Fig. 1: run 1, clock network drawn from the DEF
(3 px per µm)
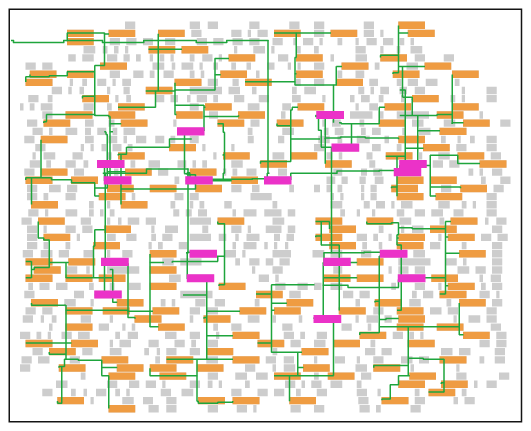
Fig. 2: run 1, cells coloured by class
(3 px per µm) Fill, decap, tap and diode cells in grey.
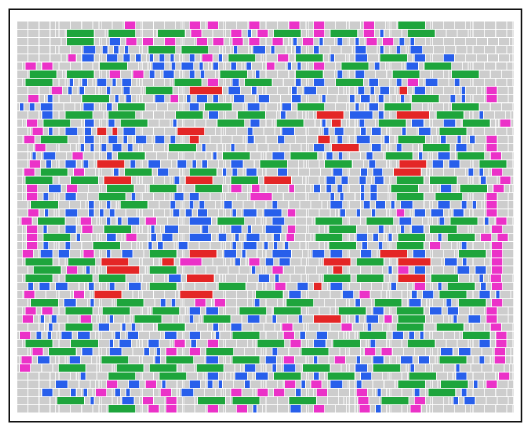
Fig. 3: run 1, register map, names as in the netlist
(3 px per µm) Other sequential cells in the stronger grey, the rest of the logic in the fainter grey.
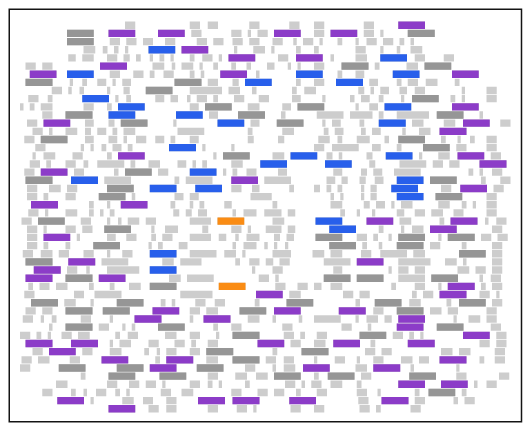
==> config.mk <==
export PLATFORM = sky130hd
export DESIGN_NAME = fetch_ctrl
export DESIGN_NICKNAME = d
export VERILOG_FILES = /design/src/rtl/cpu_pkg.sv /design/src/rtl/fetch_buf.sv /design/src/rtl/fetch_ctrl.sv
export SDC_FILE = /design/constraint.sdc
export NUM_CORES = 1
export LEC_CHECK = 0
export ABC_AREA = 0
export CAP_MARGIN = 20
export CELL_PAD_IN_SITES_DETAIL_PLACEMENT = 2
export CELL_PAD_IN_SITES_GLOBAL_PLACEMENT = 2
export CORE_ASPECT_RATIO = 0.8
export CORE_MARGIN = 2
export CORE_UTILIZATION = 34
export DETAILED_ROUTE_END_ITERATION = 7
export MAX_ROUTING_LAYER = met4
export PLACE_DENSITY_LB_ADDON = 0.2
export SETUP_SLACK_MARGIN = 0.05
export SLEW_MARGIN = 20
export SYNTH_ARGS = -nofsm -noshare
export SYNTH_HDL_FRONTEND = slang
export SYNTH_HIERARCHICAL = 1
export SYNTH_SLANG_ARGS = --single-unit
==> constraint.sdc <==
create_clock -name clk -period 4.6 [get_ports clk]
set_input_delay 0.46 -clock clk [delete_from_list [all_inputs] [get_ports clk]]
set_output_delay 0.46 -clock clk [all_outputs]
set_load 0.02 [all_outputs]
==> src/rtl/cpu_pkg.sv <==
// Shared fetch-unit types: FSM state encodings, buffer entry layout, reset PC.
// Latency: n/a (types and constants only).
// Backpressure: n/a.
package cpu_pkg;

   // Fetch controller state encodings
   typedef enum logic [1:0] {
      ST_IDLE = 2'd0,
      ST_RUN  = 2'd1,
      ST_HALT = 2'd2
   } fetch_state_t;

   // Default PC loaded on reset
   localparam logic [31:0] RESET_PC_DEFAULT = 32'h0000_0000;

   // Fetch buffer depth for this release
   localparam int FBUF_DEPTH = 2;

   // One fetched instruction together with the byte PC it came from
   typedef struct packed {
      logic [31:0] pc;
      logic [31:0] instr;
   } fetch_ent_t;

endpackage

==> src/rtl/fetch_buf.sv <==
// Two-entry in-order fetch buffer with push, pop and flush; head is always entry 0.
// Latency: a pushed entry is visible at the head the cycle after the push edge.
// Backpressure: the caller must not push when full unless it pops in the same cycle; flush wins over push/pop.
module fetch_buf
   import cpu_pkg::*;
#(
   parameter int DEPTH = FBUF_DEPTH
) (
   input  logic       clk,
   input  logic       rst,
   input  logic       i_push,
   input  fetch_ent_t i_push_dat,
   input  logic       i_pop,
   input  logic       i_flush,
   output logic       o_vld,
   output fetch_ent_t o_head_dat,
   output logic [1:0] o_count
);

   localparam logic [1:0] FULL = 2'(DEPTH);

   fetch_ent_t r_ent0;
   fetch_ent_t r_ent1;
   logic [1:0] r_count;
   logic       w_pop;
   logic       w_push;

   // A pop on an empty buffer is meaningless; a push into a full buffer is only legal alongside a pop
   assign w_pop  = i_pop && (r_count != 2'd0);
   assign w_push = i_push && ((r_count != FULL) || w_pop);

   // Shift-register FIFO: entry 0 is the head, entry 1 the tail when two are held
   always_ff @(posedge clk or posedge rst) begin
      if (rst) begin
         r_ent0  <= '0;
         r_ent1  <= '0;
         r_count <= 2'd0;
      end else if (i_flush) begin
         r_count <= 2'd0;
      end else begin
         case ({w_push, w_pop})
            2'b10: begin
               if (r_count == 2'd0) r_ent0 <= i_push_dat;
               else                 r_ent1 <= i_push_dat;
               r_count <= r_count + 2'd1;
            end
            2'b01: begin
               r_ent0  <= r_ent1;
               r_count <= r_count - 2'd1;
            end
            2'b11: begin
               if (r_count == 2'd1) begin
                  r_ent0 <= i_push_dat;
               end else begin
                  r_ent0 <= r_ent1;
                  r_ent1 <= i_push_dat;
               end
            end
            default: ;
         endcase
      end
   end

   assign o_vld      = (r_count != 2'd0);
   assign o_head_dat = r_ent0;
   assign o_count    = r_count;

endmodule

==> src/rtl/fetch_ctrl.sv <==
// Instruction fetch controller: IDLE/RUN/HALT FSM, PC sequencing, redirect flush, 2-entry fetch buffer.
// Latency: one cycle from fetch edge to out_valid; first fetch one cycle after entering RUN.
// Backpressure: out_ready low stalls the head; fetching stops when the buffer is full and not popping.
module fetch_ctrl
   import cpu_pkg::*;
#(
   parameter logic [31:0] RESET_PC = RESET_PC_DEFAULT,
   parameter int          DEPTH    = FBUF_DEPTH
) (
   input  logic        clk,
   input  logic        rst,
   input  logic        start,
   input  logic        halt_req,
   input  logic        redirect_valid,
   input  logic [31:0] redirect_pc,
   output logic [10:0] imem_addr,
   input  logic [31:0] imem_instr,
   output logic        out_valid,
   input  logic        out_ready,
   output logic [31:0] out_pc,
   output logic [31:0] out_instr,
   output logic        busy
);

   localparam logic [1:0] FULL = 2'(DEPTH);

   fetch_state_t r_state;
   logic [31:0]  r_pc;
   logic         r_busy;

   logic         w_vld;
   logic [1:0]   w_count;
   logic         w_pop;
   logic         w_fetch;
   fetch_ent_t   w_push_dat;
   fetch_ent_t   w_head;

   // A redirect flushes the buffer, so the pop side is suppressed in that cycle
   assign w_pop = w_vld && out_ready && !redirect_valid;

   // Fetch only while running, not redirecting or halting, and only if there is room (or room is being freed)
   assign w_fetch = (r_state == ST_RUN) && !redirect_valid && !halt_req &&
                    ((w_count < FULL) || ((w_count == FULL) && w_pop));

   assign w_push_dat.pc    = r_pc;
   assign w_push_dat.instr = imem_instr;

   fetch_buf #(
      .DEPTH (DEPTH)
   ) u_buf (
      .clk        (clk),
      .rst        (rst),
      .i_push     (w_fetch),
      .i_push_dat (w_push_dat),
      .i_pop      (w_pop),
      .i_flush    (redirect_valid),
      .o_vld      (w_vld),
      .o_head_dat (w_head),
      .o_count    (w_count)
   );

   // State machine plus PC sequencing; busy is registered alongside the state
   always_ff @(posedge clk or posedge rst) begin
      if (rst) begin
         r_state <= ST_IDLE;
         r_busy  <= 1'b0;
         r_pc    <= RESET_PC;
      end else begin
         case (r_state)
            ST_IDLE, ST_HALT: begin
               if (start) begin
                  r_state <= ST_RUN;
                  r_busy  <= 1'b1;
               end
            end
            ST_RUN: begin
               if (halt_req) begin
                  r_state <= ST_HALT;
                  r_busy  <= 1'b0;
               end
            end
            default: begin
               r_state <= ST_IDLE;
               r_busy  <= 1'b0;
            end
         endcase

         // Redirect target is forced word-aligned; it takes priority over sequential fetch
         if (redirect_valid)
            r_pc <= redirect_pc & ~32'h0000_0003;
         else if (w_fetch)
            r_pc <= r_pc + 32'd4;
      end
   end

   assign imem_addr = r_pc[12:2];
   assign out_valid = w_vld;
   assign out_pc    = w_head.pc;
   assign out_instr = w_head.instr;
   assign busy      = r_busy;

endmodule

==> flow_metrics.tcl, run 1 <==
# yosys + openroad results
set metrics [dict create \
    outcome "finished, final reports clean" \
    ys_cells 652 \
    fp.dieH_um 137.0 \
    critPathLaunch "u_buf/o_count[1]" \
    gr-usage-met1 0.2435 \
    htreeDepth 4 \
    hold_end "r_state[1]" \
    largest_class "sequential cells" \
    power_switching_mw 1.779 \
    flop-count 163 \
    leakage_nw 4.626 \
    cpMaxStageDelayCell "nor2b_1" \
    fin_nets 853 \
    grt_pass1_vias 6113 \
    top_power_group "registers" \
    final_antenna_net_count 0 \
    timing.rr.start "u_buf/o_count[1]" \
    pin_count 147 \
    max_stage_delay_ns 0.62 \
    comb_area_frac 0.3151 \
    reg2reg_depth 10 \
    grt_max_degree 107 \
    synthAoiAreaFrac 0.07406 \
    finClkSkew_ns 0.01331 \
    r2r_slack_ns 0.87 \
    clkCellAreaFrac 0.06711 \
    grt.met2_usage 0.3074 \
    holdWs_ns 0.5015 \
    r2r_end "u_buf/o_head_dat[11]" \
    clock_power_mw 1.59 \
    wl_met1_um 9260 \
    seq_share 0.4191 \
    grt.overflow.total 0 \
    end_kind "flip-flop" \
    io_buffers 144 \
    cts_tree "done" \
    insertion_delay_ns 0.42 \
    dp_hpwl_um 13710 \
    ys_sh_adder 0.006657 \
    grt_busiest_layer "met2" \
    max_slew_margin 0.4297 \
    nFillCells 2174 \
    fp_util 0.3477 \
    mux_share 0.1925 \
    nonClkBufAreaFrac 0.1587 \
    antenna_found_initial 0 \
    power_mw 5.504 \
    worstHoldStart "r_state[1]" \
    netSwitchingFraction 0.3232 \
    crit_required_ns 4.87 \
    syn_inst 652 \
    comb-power_mw 1.72 \
    clk_path_buf_depth 2 \
    vias 5376 \
    largest_area_cell "dfrtp_1" \
    drv_slew 0 \
    viasPerCell 5.043 \
    inv_count 10 \
    stage_log_warnings 34 \
    synth_seq_share 0.5425 \
    highest_layer "met4" \
    place_area_um2 9076 \
    cp.depth 10 \
    postCtsSetupBuffers 0 \
    yosys_warnings 6 \
    top_area_frac 0.5425 \
    crit_chain "inv_1, ha_1, inv_1, nand4bb_1, a21oi_2, nor2b_1, a21o_4, buf_4, mux2i_1, a21oi_1" \
    use_met3 0.03933 \
    syn_area_um2 7518 \
    flop_area_um2 4079 \
    nonClockBufferCount 155 \
    logic_family "multiplexers" \
    criticalPathCategory "reg -> reg" \
    cp_max_fo 24 \
    num-multi-input-gates 432 \
    postSynthAreaPerCell_um2 11.53 \
    lay_top_cells "163 x dfrtp_1, 143 x clkdlybuf4s50_1, 74 x nor2_1, 68 x a21oi_1, 67 x mux2i_1" \
    finish.utilization 0.4501 \
    synth_top_cell_by_count "dfrtp_1" \
    synth_cell_types 38 \
    placeableCoreArea_um2 21620 \
    drt-wirelength-per-cell_um 19.13 \
    first_pass_iters 4 \
    edf_count 0 \
    internal-power_mw 3.725 \
    finalSetupTns_ns 0 \
    root_buffer "clkbuf_16" \
    clkPwrFrac 0.289 \
    drcViolationCount 0 \
    ff_type "dfrtp_1" \
    p_per_area_nw_per_um2 565.5 \
    wl_met3_um 788 \
    max-cap-violations 0 \
    worst_slack_ns 0.8692 \
    wl_met2_um 10130 \
    die_w_um 170.3 \
    seqPwrFrac 0.398 \
    design_area_um2 9732 \
    drtIter0Drc 193 \
    nClkBuffers 17 \
    critical-path-top-delay-family "AND-OR/OR-AND gates" \
    routed_wl_um 20390 \
    drive_gt1_frac 0.1466 \
    syn_to_final_growth_pct 29.44 \
    cts_inserted_buffers 17 \
    hold_depth 1 \
    finalHoldViolCount 0 \
    tightest_slew_ns 0.8555 \
    cts_sinks 163 \
    pwr-share-comb 0.313 \
    routabilityCongestion 0.7439 \
    setup_viol 0 \
    rsz0062_at_grt "no" \
]
Back to the opening pictures, Fig. 1:
Key: clock-net drivers = magenta [count 17]; clock wires = green [length 2260 µm]; flip-flops = orange [count 163]
Position of the flops: spread over the die.

Back to the opening pictures, Fig. 2:
Key: clock drivers and dummy loads = red [cells 31, share of their area 7.0%]; remaining buffers and delay cells = magenta [cells 155, share of their area 16%]; remaining logic cells = blue [cells 442, share of their area 33%]; registers = green [cells 163, share of their area 43%]

Back to the opening pictures, Fig. 3:
Key: `u_buf/o_count` = orange [placed flops 2]; `r_pc` = blue [placed flops 30]; `u_buf/o_head_dat` = purple [placed flops 64, where spread over the die]

Fig. 4: run 1, power grid
(2 px per µm) Pins as bars on the die edge.
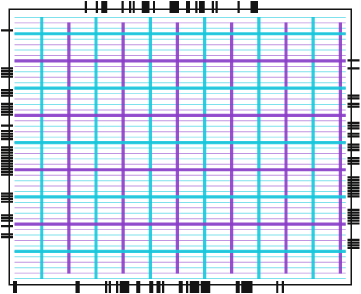

--- run 2 (diff from run 1) ---
--- a/config.mk
+++ b/config.mk
@@ -11,7 +11,7 @@
 export CELL_PAD_IN_SITES_GLOBAL_PLACEMENT = 2
 export CORE_ASPECT_RATIO = 0.8
 export CORE_MARGIN = 2
-export CORE_UTILIZATION = 34
+export CORE_UTILIZATION = 31
 export DETAILED_ROUTE_END_ITERATION = 7
 export MAX_ROUTING_LAYER = met4
 export PLACE_DENSITY_LB_ADDON = 0.2
==> constraint.sdc (replaced) <==
create_clock -name clk -period 3.25 [get_ports clk]
set_input_delay 0.325 -clock clk [delete_from_list [all_inputs] [get_ports clk]]
set_output_delay 0.325 -clock clk [all_outputs]
set_load 0.02 [all_outputs]
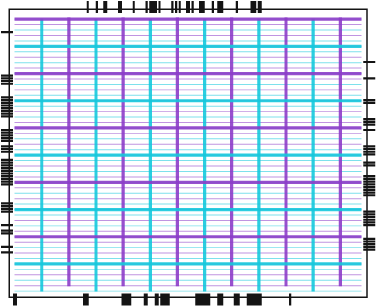
Fig. 5. Power grid (run 2).
(2 px per µm) Pins as bars on the die edge.
Key: VSS = cyan; VDD = purple
10 straps on met5. 12 straps on met4. 51 met1 rails follow the rows.

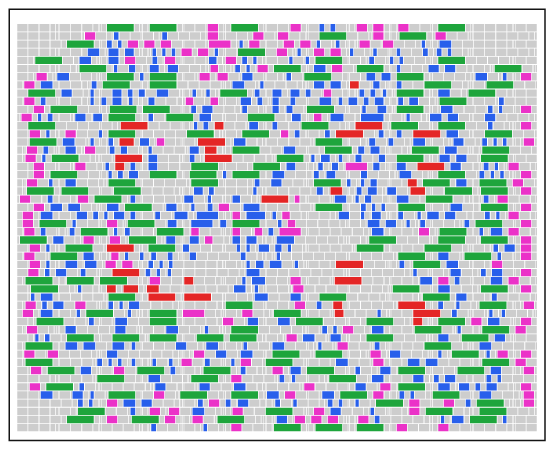
Fig. 6. Cells coloured by class (run 2).
(3 px per µm) Fill, decap, tap and diode cells in grey.
Key: clock drivers and dummy loads = red [cells 32, share of their area 6.2%]; remaining buffers and delay cells = magenta [cells 163, share of their area 17%]; registers = green [cells 163, share of their area 43%]; remaining logic cells = blue [cells 442, share of their area 33%]

==> run 2 against run 1 <==
Clock power grew 24%. Global-route usage is 1.4 points lower. Non-clock buffer count grew 8. Highest routed layer unchanged. Cell area rose by 0.55%. Largest power group unchanged. Critical path depth increased by 1. Total power increased by 36%.
==> flow_metrics.tcl, run 2 <==
# yosys + openroad results
set metrics [dict create \
    setup_viol 0 \
    design_area_um2 9786 \
    io_buffers 144 \
    criticalPathCategory "reg -> reg" \
    synth_cell_types 38 \
    cpMaxStageDelayCell "dfrtp_1" \
    outcome "finished, final reports clean" \
    largest_area_cell "dfrtp_1" \
    cp.depth 11 \
    finClkSkew_ns 0.01733 \
    grt_busiest_layer "met2" \
    insertion_delay_ns 0.42 \
    root_buffer "clkbuf_16" \
    r2r_end "u_buf/o_head_dat[25]" \
    critPathLaunch "u_buf/o_count[0]" \
    nonClkBufAreaFrac 0.1665 \
    comb_area_frac 0.3134 \
    p_per_area_nw_per_um2 767.1 \
    top_area_frac 0.5425 \
    inv_count 10 \
    ys_cells 652 \
    tightest_slew_ns 0.7473 \
    stage_log_warnings 32 \
    nClkBuffers 20 \
    ff_type "dfrtp_1" \
    antenna_found_initial 0 \
    synthAoiAreaFrac 0.07406 \
    syn_to_final_growth_pct 30.15 \
    worstHoldStart "redirect_valid" \
    pin_count 147 \
    wl_met2_um 10280 \
    nFillCells 2397 \
    syn_area_um2 7518 \
    r2r_slack_ns 0.39 \
    htreeDepth 4 \
    largest_class "sequential cells" \
    lay_top_cells "163 x dfrtp_1, 143 x clkdlybuf4s50_1, 74 x nor2_1, 68 x a21oi_1, 67 x mux2i_1" \
    internal-power_mw 4.977 \
    cts_inserted_buffers 17 \
    viasPerCell 4.834 \
    logic_family "multiplexers" \
    cp_max_fo 24 \
    top_power_group "registers" \
    gr-usage-met1 0.2193 \
    grt_pass1_vias 6105 \
    drtIter0Drc 211 \
    ys_sh_adder 0.006657 \
    place_area_um2 9206 \
    clkCellAreaFrac 0.05920 \
    flop_area_um2 4079 \
    drcViolationCount 0 \
    postCtsSetupBuffers 0 \
    postSynthAreaPerCell_um2 11.53 \
    final_antenna_net_count 0 \
    seq_share 0.4168 \
    rsz0062_at_grt "no" \
    netSwitchingFraction 0.3369 \
    max-cap-violations 0 \
    nonClockBufferCount 163 \
    pwr-share-comb 0.326 \
    grt_max_degree 131 \
    end_kind "flip-flop" \
    synth_seq_share 0.5425 \
    use_met3 0.04021 \
    grt.overflow.total 0 \
    clk_path_buf_depth 2 \
    placeableCoreArea_um2 23590 \
]
--- run 3 (diff from run 2) ---
--- a/config.mk
+++ b/config.mk
@@ -21,3 +21,4 @@
 export SYNTH_HDL_FRONTEND = slang
 export SYNTH_HIERARCHICAL = 1
 export SYNTH_SLANG_ARGS = --single-unit
+export TNS_END_PERCENT = 100
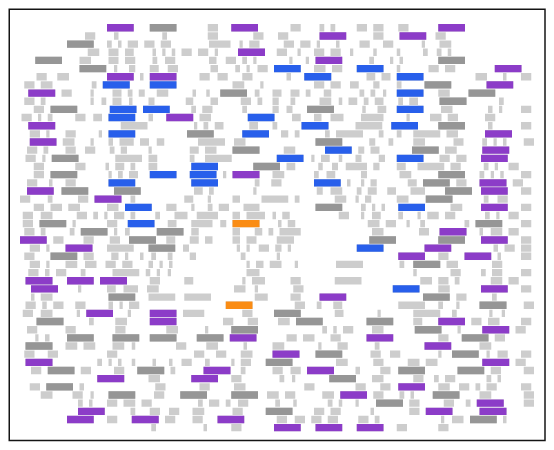
Fig. 7. Register map, names as in the netlist (run 3).
(3 px per µm) Other sequential cells in the stronger grey, the rest of the logic in the fainter grey.
Key: `u_buf/o_head_dat` = purple [placed flops 64, where spread over the die]; `u_buf/o_count` = orange [placed flops 2]; `r_pc` = blue [placed flops 30]
Another 67 sequential cells are not coloured.

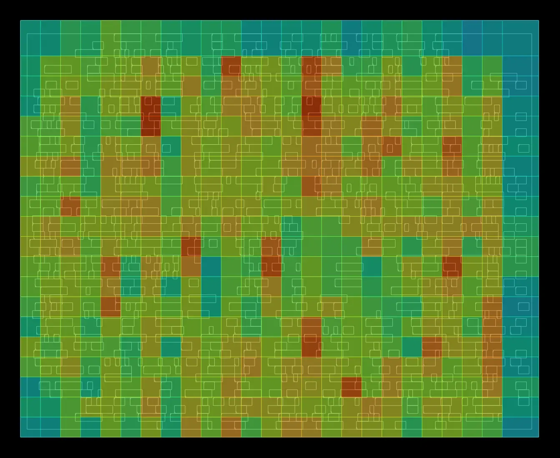
Fig. 8. Routing congestion map (run 3).
post-DR wirelength/cell: 18.42 µm
GRT busiest layer: met2
M3 GR Usage: 0.04021
Finished Core Util: 0.4149
GRT Util Overall: 0.1749

==> run 3 against run 2 <==
Register-to-register slack is essentially flat. Critical endpoint unchanged. Clock skew stayed put. Routed wire length unchanged. Combinational power about the same. First-iteration DRC count did not move. Die size is the same. Sequential cell count stayed put. Critical path depth unchanged. Worst setup slack stayed put. Maximum frequency did not move. Highest routed layer unchanged. Core utilization stayed put.
==> flow_metrics.tcl, run 3 <==
# yosys + openroad results
set metrics [dict create \
    clk_path_buf_depth 2 \
    synth_cell_types 38 \
    wl_met1_um 9305 \
    gr-usage-met1 0.2193 \
    drive_gt1_frac 0.1563 \
    insertion_delay_ns 0.42 \
    clkPwrFrac 0.262 \
    nonClockBufferCount 163 \
    netSwitchingFraction 0.3369 \
    place_area_um2 9206 \
    wl_met2_um 10280 \
    die_w_um 178.1 \
    wl_met3_um 763 \
    synthAoiAreaFrac 0.07406 \
    r2r_end "u_buf/o_head_dat[25]" \
    top_power_group "registers" \
    cts_sinks 163 \
    placeableCoreArea_um2 23590 \
    p_per_area_nw_per_um2 767.1 \
    syn_area_um2 7518 \
    routabilityCongestion 0.7240 \
    worst_slack_ns 0.3851 \
    crit_required_ns 3.52 \
    cp.depth 11 \
    clock_power_mw 1.97 \
    drcViolationCount 0 \
    leakage_nw 4.645 \
    syn_to_final_growth_pct 30.15 \
    outcome "finished, final reports clean" \
    syn_inst 652 \
    flop-count 163 \
    grt.overflow.total 0 \
    inv_count 10 \
    htreeDepth 4 \
    grt_pass1_vias 6105 \
    drtIter0Drc 211 \
    io_buffers 144 \
    holdWs_ns 0.2442 \
    logic_family "multiplexers" \
    clkCellAreaFrac 0.05920 \
    timing.rr.start "u_buf/o_count[0]" \
    power_mw 7.506 \
    cp_max_fo 24 \
    reg2reg_depth 11 \
    ys_cells 652 \
    antenna_found_initial 0 \
    synth_seq_share 0.5425 \
    largest_class "sequential cells" \
    postCtsSetupBuffers 0 \
    first_pass_iters 4 \
    hold_end "u_buf/o_count[1]" \
    pwr-share-comb 0.326 \
    worstHoldStart "redirect_valid" \
    cts_tree "done" \
    fp_util 0.3188 \
    mux_share 0.1925 \
    yosys_warnings 6 \
    finalSetupTns_ns 0 \
    drv_slew 0 \
    r2r_slack_ns 0.39 \
    max-cap-violations 0 \
    ys_sh_adder 0.006657 \
    end_kind "flip-flop" \
    highest_layer "met4" \
    seqPwrFrac 0.411 \
    lay_top_cells "163 x dfrtp_1, 143 x clkdlybuf4s50_1, 74 x nor2_1, 68 x a21oi_1, 67 x mux2i_1" \
    tightest_slew_ns 0.7473 \
    cpMaxStageDelayCell "dfrtp_1" \
    finalHoldViolCount 0 \
    fin_nets 861 \
    max_slew_margin 0.5018 \
    max_stage_delay_ns 0.39 \
    setup_viol 0 \
    finClkSkew_ns 0.01733 \
]
Power is estimated from default activity; no workload was simulated.
